$ cat src/rtl/vector_change_monitor.sv
// rtl/vector_change_monitor.sv - per-bit change detector with rising-edge counters and 2-entry event FIFO
// Define VEC_MON_SAT_EN to make the counters saturate instead of wrap.
module vector_change_monitor #(
  parameter int CNT_W = 8
) (
  input  logic             clk,
  input  logic             rst,
  input  logic             clr,
  input  logic             sample_en,
  input  logic [2:0]       in_vec,
  output logic             evt_valid,
  input  logic             evt_ready,
  output logic [2:0]       evt_vec,
  output logic [2:0]       evt_chg,
  output logic [CNT_W-1:0] cnt2,
  output logic [CNT_W-1:0] cnt1,
  output logic [CNT_W-1:0] cnt0,
  output logic             ovf
);

  logic [2:0]       prev;
  logic             primed;
  logic [CNT_W-1:0] cnt_q [3];
  logic [5:0]       ent_q [2];
  logic [5:0]       ent_d [2];
  logic [1:0]       occ_q, occ_d;
  logic             ovf_d;
  logic [2:0]       chg;
  logic [2:0]       rise;
  logic             pop;
  logic             push;

  assign chg  = in_vec ^ prev;
  assign rise = in_vec & ~prev;
  assign pop  = evt_valid && evt_ready;
  assign push = sample_en && primed && (chg != 3'b000);

  function automatic logic [CNT_W-1:0] bump(input logic [CNT_W-1:0] c, input logic inc);
`ifdef VEC_MON_SAT_EN
    return (inc && (c != {CNT_W{1'b1}})) ? c + CNT_W'(1) : c;
`else
    return inc ? c + CNT_W'(1) : c;
`endif
  endfunction

  // Pop is applied first, so a push into a full FIFO succeeds whenever the head leaves.
  always_comb begin
    ent_d = ent_q;
    occ_d = occ_q;
    ovf_d = ovf;
    if (pop) begin
      ent_d[0] = ent_q[1];
      occ_d    = occ_q - 2'd1;
    end
    if (push) begin
      if (occ_d == 2'd2) begin
        ovf_d = 1'b1;
      end else begin
        ent_d[occ_d[0]] = {in_vec, chg};
        occ_d           = occ_d + 2'd1;
      end
    end
  end

  always_ff @(posedge clk or posedge rst) begin
    if (rst) begin
      prev   <= 3'b000;
      primed <= 1'b0;
      cnt_q  <= '{default: '0};
      ent_q  <= '{default: '0};
      occ_q  <= 2'd0;
      ovf    <= 1'b0;
    end else if (clr) begin
      prev   <= 3'b000;
      primed <= 1'b0;
      cnt_q  <= '{default: '0};
      ent_q  <= '{default: '0};
      occ_q  <= 2'd0;
      ovf    <= 1'b0;
    end else begin
      ent_q <= ent_d;
      occ_q <= occ_d;
      ovf   <= ovf_d;
      if (sample_en) begin
        prev   <= in_vec;
        primed <= 1'b1;
        if (primed) begin
          for (int i = 0; i < 3; i++) begin
            cnt_q[i] <= bump(cnt_q[i], rise[i]);
          end
        end
      end
    end
  end

  assign evt_valid = (occ_q != 2'd0);
  assign evt_vec   = ent_q[0][5:3];
  assign evt_chg   = ent_q[0][2:0];
  assign cnt0      = cnt_q[0];
  assign cnt1      = cnt_q[1];
  assign cnt2      = cnt_q[2];

endmodule

$ cat config.mk
export PLATFORM = sky130hd
export DESIGN_NAME = vector_change_monitor
export DESIGN_NICKNAME = d
export VERILOG_FILES = /design/src/rtl/vector_change_monitor.sv
export SDC_FILE = /design/constraint.sdc
export NUM_CORES = 1
export LEC_CHECK = 0
export ABC_AREA = 1
export CORE_UTILIZATION = 30
export CTS_BUF_LIST = sky130_fd_sc_hd__clkbuf_4 sky130_fd_sc_hd__clkbuf_8 sky130_fd_sc_hd__clkbuf_16
export DETAILED_ROUTE_END_ITERATION = 7
export PLACE_DENSITY = 0.51
export SYNTH_ARGS = -nofsm -noshare
export SYNTH_HDL_FRONTEND = slang
export SYNTH_SLANG_ARGS = --single-unit
$ cat constraint.sdc
create_clock -name clk -period 2.05 [get_ports clk]
set_clock_uncertainty 0.2 [all_clocks]
set_input_delay 0.615 -clock clk [delete_from_list [all_inputs] [get_ports clk]]
set_output_delay 0.615 -clock clk [all_outputs]
set_load 0.01 [all_outputs]
run_1/io_placement.png
(4 px per micron) Pins as bars across the die edge, other pins in grey.
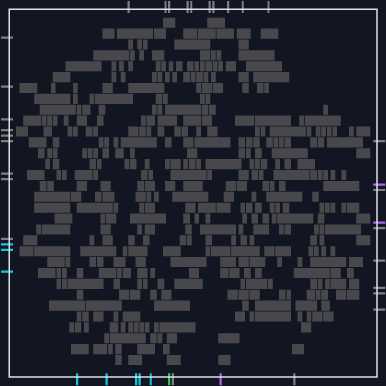
colour	port	pins	direction	edge
purple	in_vec	3	input	2 right, 1 bottom
cyan	cnt2	8	output	5 bottom, 3 left
green	clr	1	input	bottom
all pins by edge	12 left, 10 top, 9 bottom, 9 right
die span in y: 91.6 microns
Die Width: 91.6 microns

run_1/wires.png
(3 px per micron) Only two layers are drawn.
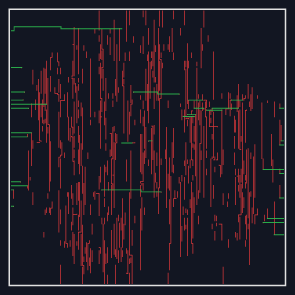
colour	layer	wire length
red	metal 2	2940 microns
green	metal 3	190 microns
Total Routing Usage GR: 15.8%
total number of vias: 2282

==> results.txt, run 1 <==
Notes on the flow run.

- The post-synth count of flops with an enable pin is 0.
- The total of flip-flops plus latches after synthesis is ~43, for reference.
- The top cell type by total area after synthesis is dfrtp_1, for reference.
- The delay of the slowest critical-path stage is roughly 0.54 ns, for reference.
- The hold slack is 0.311 ns, for reference.
- In this design, the largest share of critical-path delay is due to buffers and inverters.
- The run finished with clean final reports.
- The predominant post-synthesis flop cell is dfrtp_1, for reference.
- From synthesis to final layout, the design area changed by 41.7%.
- The report lists the cells along the critical path as clkdlybuf4s50_1.
- The overall power is about 1.9 mW, for reference.
- Endpoints failing hold in the final report were tallied at 0.
- TritonCTS built the clock tree.
- In the synthesized netlist, the number of instances is around 320.
- Along the worst path, the maximum fanout reaches 2.
- The tally of unique sky130hd cells used after synthesis is 25, for reference.
- The worst path meets setup with around 0.035 ns of slack.
- The routed wire length is 5.99 mm, for reference.
- Yosys instantiated no cell more often than nand2_1.
- The pin slew with the least headroom to its limit is 0.308 ns, for reference.
- The final net count is between 400 and 500, for reference.
- The worst-skew pair later-pin latency is about 0.30 ns, for reference.
- The utilization after layout is 44.2%, for reference.
- The endpoint with the worst hold slack is ent_q[1]$_DFFE_PP0P_, for reference.
- Setup repair after global routing left no endpoint under its margin.
- Looking at the VDD voltage map, the peak drop is between 0.2 and 0.3 mV.
- STA classifies the critical path startpoint as a flip-flop.
- The number of clock buffers inserted by TritonCTS is 5, for reference.
- The number of antenna violations at the first check in global routing is 0, for reference.
- The synthesis report lists the most area-consuming cells as dfrtp_1, nand2_1, nand3_1.
- The total clock sinks is 43, for reference.
- Timing would allow up to slightly below 500 MHz.
- Counting flops with an async set or reset pin after synthesis yields a share of 100%.
- According to the timing report, the data required time at the worst endpoint equals between 1 and 1.5 ns.
- After routing the design area is about 3400 sq um.
- The number of instances in the placed design is about 480, for reference.
- The critical path start-end classification is reg -> out, for reference.
- Looking at the reg2reg group, the worst path starts from occ_q[1]$_DFF_PP0_.
- STA classifies the critical path endpoint as an output pin.
- The number of diodes added for antenna fixing is 0, for reference.
- Routability-driven placement finished with a final weighted congestion of ~0.75.
- After detailed placement, the total cell area comes to ~3100 sq um.
- The post-cts hold buffer count is 0, for reference.
- The via density per instance is around 4.5, for reference.
- The violation tally from detailed-route iteration zero is ~77, for reference.
- The worst register-to-register path has a depth of 11.
- The smallest clock period supported by the final layout is computed as between 2 and 2.5 ns.
run_1/io_fan.png
(3 px per micron)
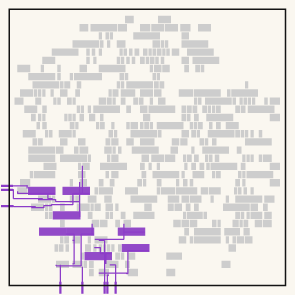
colour	port	bits	direction	edge	end cells	buffers	wire
purple	cnt2	8	output	5 bottom, 3 left	8	8	240 microns
I/O pin count: 40
number of input and output port buffers inserted: 39

run_1/placement.png
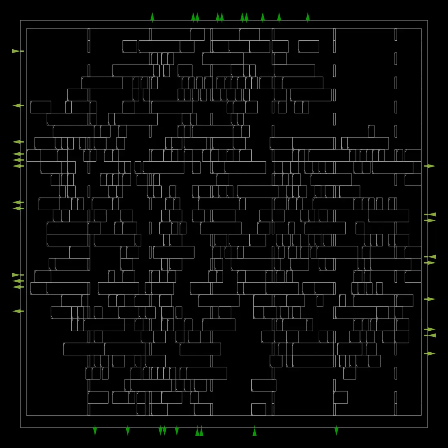
Placeable Area: 7730 sq um
number of non-filler instances in the completed layout: 507
Placement Rows: 32
tap cell count: 102
fill cell instance count of the final layout: 785

[run 1: power breakdown]
part	switching [mW]	internal, mW	leakage, nW	total [mW]
registers	0.0156	0.875	0.592	0.891
logic	0.255	0.209	1.35	0.464
clock network	0.300	0.234	0.0477	0.534
total	0.571	1.32	1.99	1.89
[run 1: kinds of logic (layout without fill, tap and decap cells)]
family,after synthesis,count (layout),synth area share (%)
AND/OR/NAND/NOR,185,185,33.8
flip-flops,43,43,44.7
AND-OR/OR-AND,33,33,7.07
adder cells (fa/ha/maj),9,9,4.68
buffers and inverters,49,133,8.99
XOR/XNOR,2,2,0.728
[run 1: worst max-delay path by stage]
| stage | start | end | slack (ns) | cells past startpoint |
|---|---|---|---|---|
| final | cnt2[5]$_DFFE_PP0P_ | cnt2[5] | 0.04 | 1 |
| after floorplan | evt_ready | evt_chg[1]$_DFF_PP0_ | 0.02 | 9 |
| after CTS | cnt1[0]$_DFFE_PP0P_ | cnt1[0] | 0.0009 | 1 |
| after global routing | evt_chg[1]$_DFF_PP0_ | evt_chg[1] | 0.0001 | 1 |
| after detailed placement | evt_ready | evt_vec[1]$_DFF_PP0_ | -0.47 | 9 |
| after global placement | evt_ready | evt_vec[2]$_DFF_PP0_ | -0.44 | 9 |
[run 1: cells in the final DEF, fill, tap and decap left out, types with 2 or more instances in the layout]
cell	synthesis	final
buf_4	8	48
nand3_1	44	43
a21oi_1	16	16
nand4_1	4	4
nor2_4	3	3
ha_4	0	2
clkdlybuf4s50_1	0	12
buf_12	0	2
nand2_4	1	2
nand2_2	2	2
inv_1	34	33
xor2_1	2	2
dfrtp_1	43	42
nand2_1	72	71
ha_1	9	4
dlygate4sd2_1	0	9
clkinv_2	0	3
ha_2	0	3
nor3_1	3	3
o21ai_0	15	14
clkbuf_8	0	5
dlymetal6s2s_1	0	17
nor2_1	52	52
[run 1: layer usage]
layer	global-route usage [%]	vias to the layer above	part of all wire (%)
met5	0	-	0
met4	4.37	0	1.2
met3	3.35	5	3.2
met2	27.1	41	49
met1	19.9	1049	47
li1	-	1187	-
[run 1: state kept, by name (all words and copies together), names as in the netlist]
register	flops
evt_vec	3
occ_q	2
cnt1	8
cnt2	8
ent_q	6
evt_chg	3
prev	3
ovf	1
cnt0	8
primed	1
[run 1: layout make-up]
type	count	area (sq um)
clock buffers	5	68.8
clock inverters	3	15.0
fillers	785	4320
inverters	36	138
multi-input cells	229	1170
flip-flops and latches	43	1080
well taps	102	128
repair buffers	89	817
[run 1: what timing repair did]
item                       in CTS  in global routing
buffers inserted               14                  1
resized                        18                 20
pin swaps                       7                  1
setup endpoints to repair      33                 34
==> run 2, diff against run 1 <==
--- a/config.mk
+++ b/config.mk
@@ -8,6 +8,7 @@
 export ABC_AREA = 1
 export CORE_UTILIZATION = 30
 export CTS_BUF_LIST = sky130_fd_sc_hd__clkbuf_4 sky130_fd_sc_hd__clkbuf_8 sky130_fd_sc_hd__clkbuf_16
+export CTS_CLUSTER_DIAMETER = 120
 export DETAILED_ROUTE_END_ITERATION = 7
 export PLACE_DENSITY = 0.51
 export SYNTH_ARGS = -nofsm -noshare
run_2/wires.png
(3 px per micron) Only two layers are drawn.
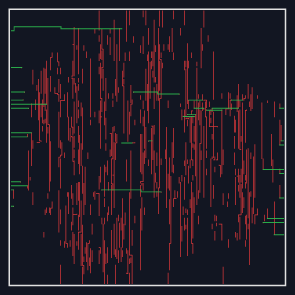
colour	layer	wire length
red	metal 2	2940 microns
green	metal 3	190 microns
drt total wl: 5.99 mm
routed length per instance: 11.8 microns

==> results.txt, run 2 <==
Notes on the flow run.

- Outcome: finished clean (unchanged).
- The kind of cell adding the most delay to the critical path is buffers and inverters (unchanged).
- The CTS tree is done (unchanged).
- The global-route total usage across every layer is 15.8% (unchanged), for reference.
- The worst-skew pair later-pin latency is 0.30 ns (about the same).
- The aggregate global routing overflow is 0 (unchanged), for reference.
- The peak ir drop on the vdd network is 0.251 mV (unchanged), for reference.
- The total count of max-transition violations in the final report is 0 (unchanged), for reference.
- The number of cells in Yosys stat is 321 (unchanged).
- Synth area leaders: dfrtp_1, nand2_1, nand3_1 (unchanged).
- The register area is 1080 sq um (unchanged), for reference.
- The element type at the critical path end is an output pin (unchanged).
- The post-detailed-placement cell area is 3140 sq um (unchanged), for reference.
- The number of diodes added for antenna fixing is 0 (unchanged).
- The critical path data required time came to 1.23 ns (about the same).
- The element type at the critical path start was a flip-flop (unchanged).
- The remaining routing DRC violations is 0 (unchanged), for reference.
- The count of flip-flops with a built-in enable after synthesis came to 0 (unchanged).
- The vias after detailed routing was 2282 (unchanged).
- The cell area after layout is 3410 sq um (unchanged), for reference.
- The fraction of synthesized cell area taken by the top area cell type is 44.7% (unchanged).
- The post-synthesis to final-layout area growth came to 41.7% (unchanged).
- The pin slew with the least headroom to its limit came to 0.308 ns (unchanged).
- The final count of hold timing violations is 0 (unchanged), for reference.
- The floorplan row count is 32 (unchanged), for reference.
- The clock tree root driver cell is clkbuf_8 (unchanged), for reference.
- The tally of unique sky130hd cells used after synthesis is 25 (unchanged), for reference.
- The die outline area is 8390 sq um (unchanged), for reference.
- The power density over cell area came to 554 nW/um^2 (unchanged).
- The number of antenna violations at the first check in global routing is 0 (unchanged), for reference.
- The via density per instance is 4.50 (unchanged), for reference.
- The I/O pin count is 40 (unchanged), for reference.
- The total clock sinks is 43 (unchanged), for reference.
- The number of warnings issued by yosys is 0 (unchanged), for reference.
- The share of flip-flops with an asynchronous set or reset after synthesis is 100% (unchanged).
- The total of flip-flops plus latches after synthesis is 43 (unchanged).
- The top fanout value on the critical path is 2 (unchanged), for reference.
- The highest attainable clock frequency is 496 MHz (unchanged), for reference.
- The number of clock buffers inserted by TritonCTS is 5 (unchanged), for reference.
- The multi-input logic area is 1170 sq um (unchanged), for reference.
- The area inside the core boundary is 7730 sq um (unchanged), for reference.
- The overall power is 1.89 mW (unchanged), for reference.
- The leading cell type by number of instances after synthesis is nand2_1 (unchanged), for reference.
- Most frequent cells in the layout: nand2_1, nor2_1, buf_4 (unchanged).
- The critical path start-end classification is reg -> out (unchanged).
- The post-route minimum period is 2.01 ns (unchanged), for reference.
- The post-synthesis cell count is 321 (unchanged).
- The delay of the slowest critical-path stage is 0.54 ns (about the same).
- The top cell type by total area after synthesis is dfrtp_1 (unchanged).
- The violation tally from detailed-route iteration zero is 77 (unchanged).
- The weighted congestion reported at the end of routability-driven placement came to 0.746 (unchanged).
- The predominant post-synthesis flop cell is dfrtp_1 (unchanged), for reference.
- The maximum level of the CTS H-tree was 2 (unchanged).
- The hold slack is 0.311 ns (unchanged), for reference.
- The die height is 91.6 microns (unchanged), for reference.
- Worst-path cell chain: clkdlybuf4s50_1 (unchanged).
- The number of fillers in the final layout was 785 (unchanged).
- The most numerous logic cell after layout is nand2_1 (unchanged), for reference.
- The number of buffer cells added on primary ports is 39 (unchanged).
- The tightest slew margin relative to the limit is 79.4% (unchanged), for reference.
- The post-cts hold buffer count was 0 (unchanged).
- RSZ-0062 raised after global routing: false (unchanged).
- The width of the chip is 91.6 microns (unchanged), for reference.
run_2/placement.png
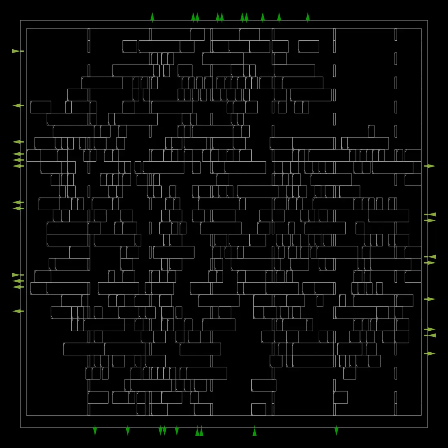
layout sequential cell count: 43
post-layout util: 44.2%
Seq area share: 31.6%

[run 2: cell counts in the layout (fill, tap and decap cells not counted)]
No cell type changed its count.
[run 2: logic make-up after synthesis]
kind of cell	after synthesis	share of synthesized area, %
compound gates	33	7.07
flops	43	44.7
simple gates	185	33.8
xor+xnor	2	0.728
fa+ha+maj	9	4.68
buf+inv	49	8.99
[run 2: path summary, 6_finish.rpt]
check	start	end	slack, ns	cells after the start
setup / recovery	cnt2[5]$_DFFE_PP0P_	cnt2[5]	0.04	1
hold / removal	ent_q[1]$_DFFE_PP0P_	ent_q[1]$_DFFE_PP0P_	0.31	2
setup reg to reg	occ_q[1]$_DFF_PP0_	evt_vec[1]$_DFF_PP0_	0.21	11
hold reg to reg	ent_q[1]$_DFFE_PP0P_	ent_q[1]$_DFFE_PP0P_	0.31	2
max in group asynchronous	rst	cnt0[3]$_DFFE_PP0P_	0.98	3
min in group asynchronous	rst	cnt1[3]$_DFFE_PP0P_	0.45	3
[run 2: timing repair]
| item | in CTS | in global routing |
|---|---|---|
| gates resized | 18 | 20 |
| hold endpoints to repair | 0 | 0 |
| endpoints found under the setup margin | 33 | 34 |
| pin swaps | 7 | 1 |
| setup buffers | 14 | 1 |
[run 2: report_power, final]
part	switching, mW	total, mW	internal, mW
sequential	0.0156	0.891	0.875
clock	0.300	0.534	0.234
combinational	0.255	0.464	0.209
[run 2: stage by stage]
stage | instances | setup slack (ns)
floorplan | 321 | 0.0183
global placement | 484 | -0.437
detailed placement | 484 | -0.468
CTS | 506 | 0.000854
global route | 507 | 0.000138
finish | 507 | 0.0353
[run 2: metal layers]
layer  vias up  wire length, microns  track usage (%)
met5         -                     0                0
met4         0                    71             4.37
met3         5                   190             3.35
met2        41                  2940             27.1
met1      1049                  2790             19.9
li1       1187                     -                -
[run 2: layout make-up]
cell class / count / area share (%)
Clock inverter: 3 / 0.440
Timing Repair Buffer: 89 / 23.9
Clock buffer: 5 / 2.02
Inverter: 36 / 4.03
Sequential cell: 43 / 31.6
Multi-Input combinational cell: 229 / 34.3
Tap cell: 102 / 3.74
Power and IR drop assume default switching activity.
